$ cat config.mk
export PLATFORM = sky130hd
export DESIGN_NAME = avalon_mm_byte_host
export DESIGN_NICKNAME = d
export VERILOG_FILES = /design/src/rtl/avalon_mm_byte_host.sv
export SDC_FILE = /design/constraint.sdc
export NUM_CORES = 1
export LEC_CHECK = 0
export CORE_ASPECT_RATIO = 0.8
export CORE_UTILIZATION = 50
export CTS_CLUSTER_DIAMETER = 50
export CTS_CLUSTER_SIZE = 20
export DETAILED_ROUTE_END_ITERATION = 6
export GPL_TIMING_DRIVEN = 0
export PLACE_DENSITY = 0.79
export SETUP_SLACK_MARGIN = 0.05
export SLEW_MARGIN = 20
export SYNTH_ARGS = -nofsm -noshare
export SYNTH_HDL_FRONTEND = slang
export SYNTH_SLANG_ARGS = --single-unit
$ cat constraint.sdc
create_clock -name clk -period 2.77 [get_ports clk]
set_input_delay 0.554 -clock clk [delete_from_list [all_inputs] [get_ports clk]]
set_output_delay 0.554 -clock clk [all_outputs]
set_load 0.1 [all_outputs]
$ cat src/rtl/avalon_mm_byte_host.sv
// Byte-stream to Avalon-MM host bridge.
// Takes write/read packets as bytes, runs one Avalon-MM transaction with a
// cycle budget, and answers with a status byte, followed by 4 data bytes for reads.
module avalon_mm_byte_host #(
  parameter int ADDR_WIDTH     = 4,
  parameter int TIMEOUT_CYCLES = 255
) (
  input  logic                  clk,
  input  logic                  rst_n,
  input  logic [7:0]            rx_data,
  input  logic                  rx_valid,
  output logic                  rx_ready,
  output logic [7:0]            tx_data,
  output logic                  tx_valid,
  input  logic                  tx_ready,
  output logic [ADDR_WIDTH-1:0] avl_mm_addr,
  output logic                  avl_mm_read,
  output logic                  avl_mm_write,
  output logic [31:0]           avl_mm_writedata,
  output logic [3:0]            avl_mm_byteenable,
  input  logic                  avl_mm_waitrequest,
  input  logic [31:0]           avl_mm_readdata,
  input  logic                  avl_mm_readdatavalid,
  input  logic [1:0]            avl_mm_response
);

  localparam logic [7:0]  OP_WRITE   = 8'h57;
  localparam logic [7:0]  OP_READ    = 8'h52;
  localparam logic [7:0]  ST_OK      = 8'h00;
  localparam logic [7:0]  ST_BAD_OP  = 8'h40;
  localparam logic [7:0]  ST_TIMEOUT = 8'h80;
  localparam logic [15:0] TMO_LAST   = 16'(TIMEOUT_CYCLES - 1);

  typedef enum logic [2:0] {
    IDLE,
    GET_ADDR,
    GET_DATA,
    WR_ISSUE,
    RD_ISSUE,
    RD_WAIT,
    SEND_STATUS,
    SEND_DATA
  } state_t;

  state_t      state;
  state_t      next_state;
  logic        is_read;
  logic [1:0]  byte_cnt;
  logic [15:0] tmo_cnt;
  logic [7:0]  status;
  logic [31:0] rdata;

  logic rx_fire;
  logic tx_fire;
  logic cmd_accept;
  logic timed_out;
  logic counting;

  // rx_ready is gated by rst_n so it stays low while reset is held but is
  // already high at the first edge after release.
  assign rx_ready   = rst_n && (state == IDLE || state == GET_ADDR || state == GET_DATA);
  assign tx_valid   = (state == SEND_STATUS) || (state == SEND_DATA);
  assign rx_fire    = rx_valid && rx_ready;
  assign tx_fire    = tx_valid && tx_ready;
  assign cmd_accept = (avl_mm_read || avl_mm_write) && !avl_mm_waitrequest;
  assign timed_out  = (tmo_cnt == TMO_LAST);
  assign counting   = (state == WR_ISSUE) || (state == RD_ISSUE) || (state == RD_WAIT);

  // Reply byte mux: status first, then captured read data LSB first.
  always_comb begin
    tx_data = 8'h00;
    case (state)
      SEND_STATUS: tx_data = status;
      SEND_DATA:   tx_data = rdata[{byte_cnt, 3'b000} +: 8];
      default:     tx_data = 8'h00;
    endcase
  end

  // Next-state decode; completion is checked before timeout so it wins a tie.
  always_comb begin
    next_state = state;
    case (state)
      IDLE: begin
        if (rx_fire) begin
          if (rx_data == OP_WRITE || rx_data == OP_READ) next_state = GET_ADDR;
          else                                             next_state = SEND_STATUS;
        end
      end
      GET_ADDR: begin
        if (rx_fire) next_state = is_read ? RD_ISSUE : GET_DATA;
      end
      GET_DATA: begin
        if (rx_fire && byte_cnt == 2'd3) next_state = WR_ISSUE;
      end
      WR_ISSUE: begin
        if (cmd_accept || timed_out) next_state = SEND_STATUS;
      end
      RD_ISSUE: begin
        if (cmd_accept)     next_state = RD_WAIT;
        else if (timed_out) next_state = SEND_STATUS;
      end
      RD_WAIT: begin
        if (avl_mm_readdatavalid || timed_out) next_state = SEND_STATUS;
      end
      SEND_STATUS: begin
        if (tx_fire) next_state = is_read ? SEND_DATA : IDLE;
      end
      SEND_DATA: begin
        if (tx_fire && byte_cnt == 2'd3) next_state = IDLE;
      end
      default: next_state = IDLE;
    endcase
  end

  // State, packet fields, status/data capture and registered Avalon strobes.
  always_ff @(posedge clk or negedge rst_n) begin
    if (!rst_n) begin
      state             <= IDLE;
      is_read           <= 1'b0;
      byte_cnt          <= 2'd0;
      status            <= 8'h00;
      rdata             <= 32'h0;
      avl_mm_addr       <= '0;
      avl_mm_read       <= 1'b0;
      avl_mm_write      <= 1'b0;
      avl_mm_writedata  <= 32'h0;
      avl_mm_byteenable <= 4'h0;
    end else begin
      state             <= next_state;
      avl_mm_read       <= (next_state == RD_ISSUE);
      avl_mm_write      <= (next_state == WR_ISSUE);
      avl_mm_byteenable <= 4'hF;
      case (state)
        IDLE: begin
          if (rx_fire) begin
            is_read <= (rx_data == OP_READ);
            if (rx_data != OP_WRITE && rx_data != OP_READ) status <= ST_BAD_OP;
          end
        end
        GET_ADDR: begin
          if (rx_fire) begin
            avl_mm_addr <= rx_data[ADDR_WIDTH-1:0];
            byte_cnt    <= 2'd0;
          end
        end
        GET_DATA: begin
          if (rx_fire) begin
            avl_mm_writedata <= {rx_data, avl_mm_writedata[31:8]};
            byte_cnt         <= byte_cnt + 2'd1;
          end
        end
        WR_ISSUE: begin
          if (cmd_accept)     status <= ST_OK;
          else if (timed_out) status <= ST_TIMEOUT;
        end
        RD_ISSUE: begin
          if (!cmd_accept && timed_out) begin
            status <= ST_TIMEOUT;
            rdata  <= 32'h0;
          end
        end
        RD_WAIT: begin
          if (avl_mm_readdatavalid) begin
            status <= {6'b0, avl_mm_response};
            rdata  <= avl_mm_readdata;
          end else if (timed_out) begin
            status <= ST_TIMEOUT;
            rdata  <= 32'h0;
          end
        end
        SEND_STATUS: begin
          if (tx_fire) byte_cnt <= 2'd0;
        end
        SEND_DATA: begin
          if (tx_fire) byte_cnt <= byte_cnt + 2'd1;
        end
        default: ;
      endcase
    end
  end

  // Transaction budget counter: held at zero outside the Avalon phase, so it
  // starts from zero on entry, and saturates at its last value.
  always_ff @(posedge clk or negedge rst_n) begin
    if (!rst_n)                    tmo_cnt <= 16'd0;
    else if (!counting)            tmo_cnt <= 16'd0;
    else if (tmo_cnt != TMO_LAST)  tmo_cnt <= tmo_cnt + 16'd1;
  end

endmodule

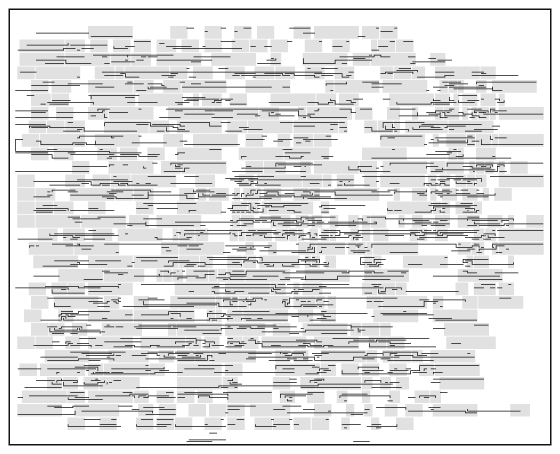
Fig. 1. The metal 1 layer.
- main direction: horizontal
- share of all routed wire: 45%

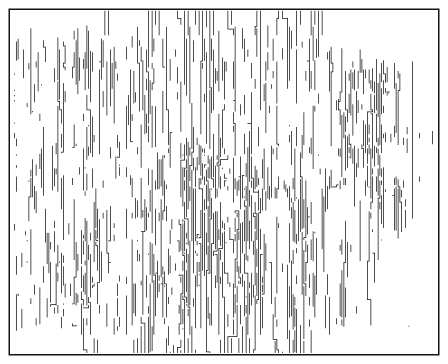
Fig. 2. The metal 2 layer.
- wire length on this layer: 5,030 um
- longest straight run: 39.8 um
- main direction: vertical

==> run summary <==
Notes on the flow run.

- The standard-cell row count is 30, for reference.
- In the final report, the number of endpoints failing setup comes to 0.
- After synthesis, the share of flip-flops with an asynchronous set or reset is 100.0%.
- Internal power comes to 3864 uW.
- Post-synth the commonest register cell is dfrtp_1.
- The area used by sequential logic in the layout is 2527 um^2, for reference.
- The most common logic cells in the final layout are 101 x dfrtp_1, 88 x clkdlybuf4s50_1, 35 x mux2_2, 34 x a22o_1, 18 x buf_2.
- The count of fill cells added during filler insertion is 624, for reference.
- The flow reports power dissipated in the clock network as 1180 uW.
- Per the slew report, the remaining headroom to the max-slew limit stands at 33.02%.
- The worst min-delay path class is in2async, for reference.
- The upper clock frequency limit is 0.3747 GHz, for reference.
- The group drawing the most power is combinational cells, for reference.
- The switching part of the total power is 49.11%, for reference.
- In this run, the clock network consumes 15.5% of the power.
- The arrival time of the worst setup path is 2.12 ns, for reference.
- The timing report gives the clock slew at the launch and capture registers of the worst setup and hold paths as 0.07 ns.
- The total DRC errors in the routed layout is 0, for reference.
- The clock tree from TritonCTS is built, for reference.
- The critical path is of the reg2out type.
- The area share of fa/ha/maj cells after synthesis is 0.8221%, for reference.
- Per the post-route antenna check, the number of violating nets is 0.
- Per the CTS log, the root buffer master is clkbuf_16.
- In the Yosys stats the netlist draws on 59 distinct library cells.
- The count of buffers added on input and output ports is 99.
- The ratio of final minimum period to clock period is 96.36%, for reference.
- The number of hold buffers added after cts is 0, for reference.
- Synthesis inferred 101 register bits.
- At the end of the flow, the number of nets in the layout was 515.
- The die covers 9520 um^2.
- The maximum resistive drop on vdd is 0.001241 V, for reference.
- Summed over all sequential cells, the power is 2370 uW.
- Cells with a size suffix above 1 make up 23.88% of the layout.
- The number of enable-type register cells in the synthesized netlist is 0, for reference.
- The portion of netlist area occupied by mux cells is 15.05%, for reference.
- The power share of the sequential group is 31.3%, for reference.
- The number of logged tool warnings is 30, for reference.
- Per the cell usage report, the commonest logic cell in the layout is dfrtp_1.
- The analysis attributes to net switching a power of 3729 uW.
- The sort of element at the end of the critical path is an output port, for reference.
- Per the GRT congestion report, total overflow comes to 0.
- The number of standard cells in the layout, taps in and fillers out is 581, for reference.
- The time the final worst path needs with I/O delays and setup is 2.669 ns, for reference.
- The number of maximum-capacitance violations is 0, for reference.
- CTS reports a maximum clock tree buffer depth of 2.
- The cell area after synthesis is 4566 um^2, for reference.
- The DRC violation total after the first TritonRoute iteration is 202, for reference.
- For this design the ratio of total power to cell area is 1267 nW/um^2.
- The initial antenna violation count is 0, for reference.
- Of all nets on the critical path, the largest fanout is 10.
- Leaving out buffers and inverters, the combinational logic in the layout accounts for 1904 um^2.
- The simple-gate area share of the yosys netlist is 10.47%, for reference.
- The first-pass GRT wire length is 17,270 um, for reference.
- The growth of design area from synthesis to finish is 31.27%, for reference.
- The synthesized netlist devotes 11.87% of its cell area to compound gates.
- The leakage dissipation is 0.002582 uW, for reference.
- The synthesized net count is 404, for reference.
- The worst setup path is launched from a flop.
- The detailed-placement wirelength estimate is 7584 um, for reference.
- The worst endpoint required time is 2.22 ns, for reference.
- Post-synthesis, Yosys gives the total cell area as 4566 um^2.
- The synthesized instance count is 353, for reference.
- TritonCTS created 9 clock buffers.
- The number of global-route vias before repair came to 3,376.
- After synthesis, flip-flops and latches occupy 55.36% of the total area.
- The repair_antennas step left the layout with diodes totalling 0.
- The final layout contains routed wiring with a total length of 10,590 um.
- The cell total in the yosys stat output is 353, for reference.
- Combinational logic burns 53.2% of the power.
- The iteration tally of the first detailed-router pass is 5, for reference.
- The effective utilization at floorplan is 52.66%, for reference.
- The synthesis log from Yosys contains 0 warnings.
- Among the non-sequential cells, multiplexers take the most area.
- The global placement routability congestion is 0.8367, for reference.
- The run finished with clean final reports.
- The final hold violation count recorded for this run is 0.
- In this run the horizontal extent of the chip is 108.8 um.
- According to the floorplan report, the die height is 87.47 um.
- For this design, the sink count on the clock tree is 101.
- Once placement completed, the tool counted placed cells totaling 565.
- The core region area is 8671 um^2, for reference.
- The later pin in the worst-skew pair is clocked with a latency of 0.35 ns.
- The count of final max-slew check failures is 0, for reference.
- For the pin with the worst max-slew slack, the measured transition is 1.002 ns.
- The top-level port count is 100, for reference.
- The per-instance average area after synthesis is 12.93 um^2, for reference.
- The total number of vias is 3,338, for reference.
- The power drawn by the combinational cells is 4040 uW, for reference.
- The final timing report lists clock skew as 0.007168 ns.
- The number of H-tree levels is 3, for reference.
- Setup repair after global routing could not meet its margin everywhere.
- The routed design shows a via density per instance of 5.745.
- The largest net degree at the start of global routing is 72, for reference.
- The xor/xnor share of the synthesized area is 2.878%, for reference.
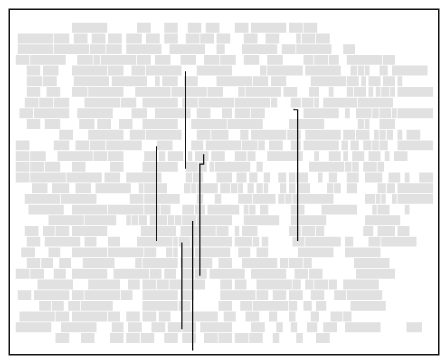
Fig. 3. Metal 4.
- nets with wire on the layer: 5
- longest straight run: 33.2 um
- main direction: vertical
- wire length on this layer: 168 um

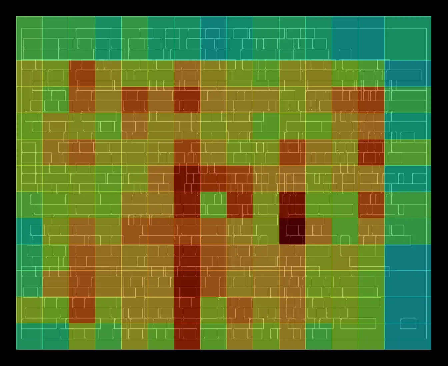
Fig. 4. Routing congestion.
final core area utilization: 69.12%
most heavily used metal layer in global routing: met2
final routed wire length divided by cell count: 18.23 um
met1 usage: 33.65%
overall global routing resource usage: 24.48%

[area by class of cell]
type                    instances  area share, %
plain buffers                  23          2.276
clock buffers                  10          3.820
clock inverters                 6         0.7724
inverters                       7         0.4384
multi-input cells             222          31.77
flip-flops and latches        101          42.17
well taps                     112          2.338
repair buffers                100          16.41
[kinds of logic (layout without fill, tap and decap cells)]
group	after synthesis	after routing
flops	101	101
simple gates	83	83
compound gates	66	66
mux	54	54
buf+inv	30	146
xor+xnor	15	15
fa+ha+maj	3	3
other cells	1	1
[sequential cells by signal, summed over array words and instances, names as in the netlist]
signal and cells:
byte_cnt 2, is_read 1, avl_mm_read 1, avl_mm_writedata 32, avl_mm_write 1, state 3
avl_mm_addr 4, tmo_cnt 16, rdata 32, status 8, avl_mm_byteenable 1
[routing by layer]
metal / GRT usage (%) / vias to the layer above / share of wire [%]
met2: 38.20 / 112 / 47
met4: 7.371 / 0 / 1.6
met1: 33.65 / 1696 / 45
met5: 0 / - / 0
li1: - / 1515 / -
met3: 6.507 / 15 / 6.1
[critical path: stages (launching register included)]
cell             delay, ns
dfrtp_1               0.36
buf_2                 0.16
buf_2                 0.19
buf_2                 0.23
a211oi_2              0.24
clkdlybuf4s15_2       0.59
[final timing paths]
path                       startpoint  depth (start not counted)  slack, ns                   end
max                          state[0]                          5       0.10              rx_ready
min                             rst_n                          1       0.09             status[1]
max reg2reg                  state[2]                          6       0.78           avl_mm_read
min reg2reg                 status[5]                          1       0.49             status[5]
max in group asynchronous       rst_n                          2       2.06  avl_mm_writedata[10]
min in group clk            status[5]                          1       0.49             status[5]
[synthesized netlist by cell type, types with 2 or more instances]
library cell  instances  share of area [%]
dfrtp_1             101                 55
mux2_2               35                8.6
a22o_1               34                6.5
nor2_1               24                2.0
buf_2                13                1.4
a21oi_1              10                1.1
xnor2_1              10                1.9
mux2i_1               9                2.0
nand2_1               9               0.74
nor3_1                9               0.99
mux4_2                8                3.9
inv_1                 7               0.58
nand3_1               7               0.77
nand4_1               5               0.69
xor2_1                5               0.96
and2_1                4               0.55
buf_4                 4               0.66
and4_1                3               0.58
ha_1                  3               0.82
nand2b_1              3               0.41
o21ai_2               3               0.58
a211oi_1              2               0.33
buf_1                 2               0.16
buf_6                 2               0.49
clkbuf_1              2               0.16
mux2_1                2               0.49
nor2b_1               2               0.27
nor4_1                2               0.27
o211ai_1              2               0.33
o21ai_0               2               0.22
[through the flow]
step / worst slack (ns) / hold slack [ns] / total power (uW) / TNS (ns) / area [um^2]
4_1_cts: -0.1342 / 0.09603 / 7626 / -0.1342 / 5995
3_3_place_gp: -3.938 / 0.4781 / 6347 / -468.51 / 5722
6_report: 0.1009 / 0.08595 / 7593 / 0 / 5993
5_1_grt: 0.04662 / 0.1073 / 7916 / 0 / 5993
2_1_floorplan: 0.04254 / 0.2584 / 5415 / 0 / 4591
3_5_place_dp: -0.4410 / 0.4637 / 6435 / -3.421 / 5751
[repair_timing]
action / 4_1_cts / 5_1_grt
gates cloned: 0 / 0
endpoints found under the hold margin: 0 / 0
endpoints found under the setup margin: 10 / 9
buffers inserted: 0 / 0
gates resized: 44 / 9
No activity file was given, so power comes from the tool's default toggle rates.
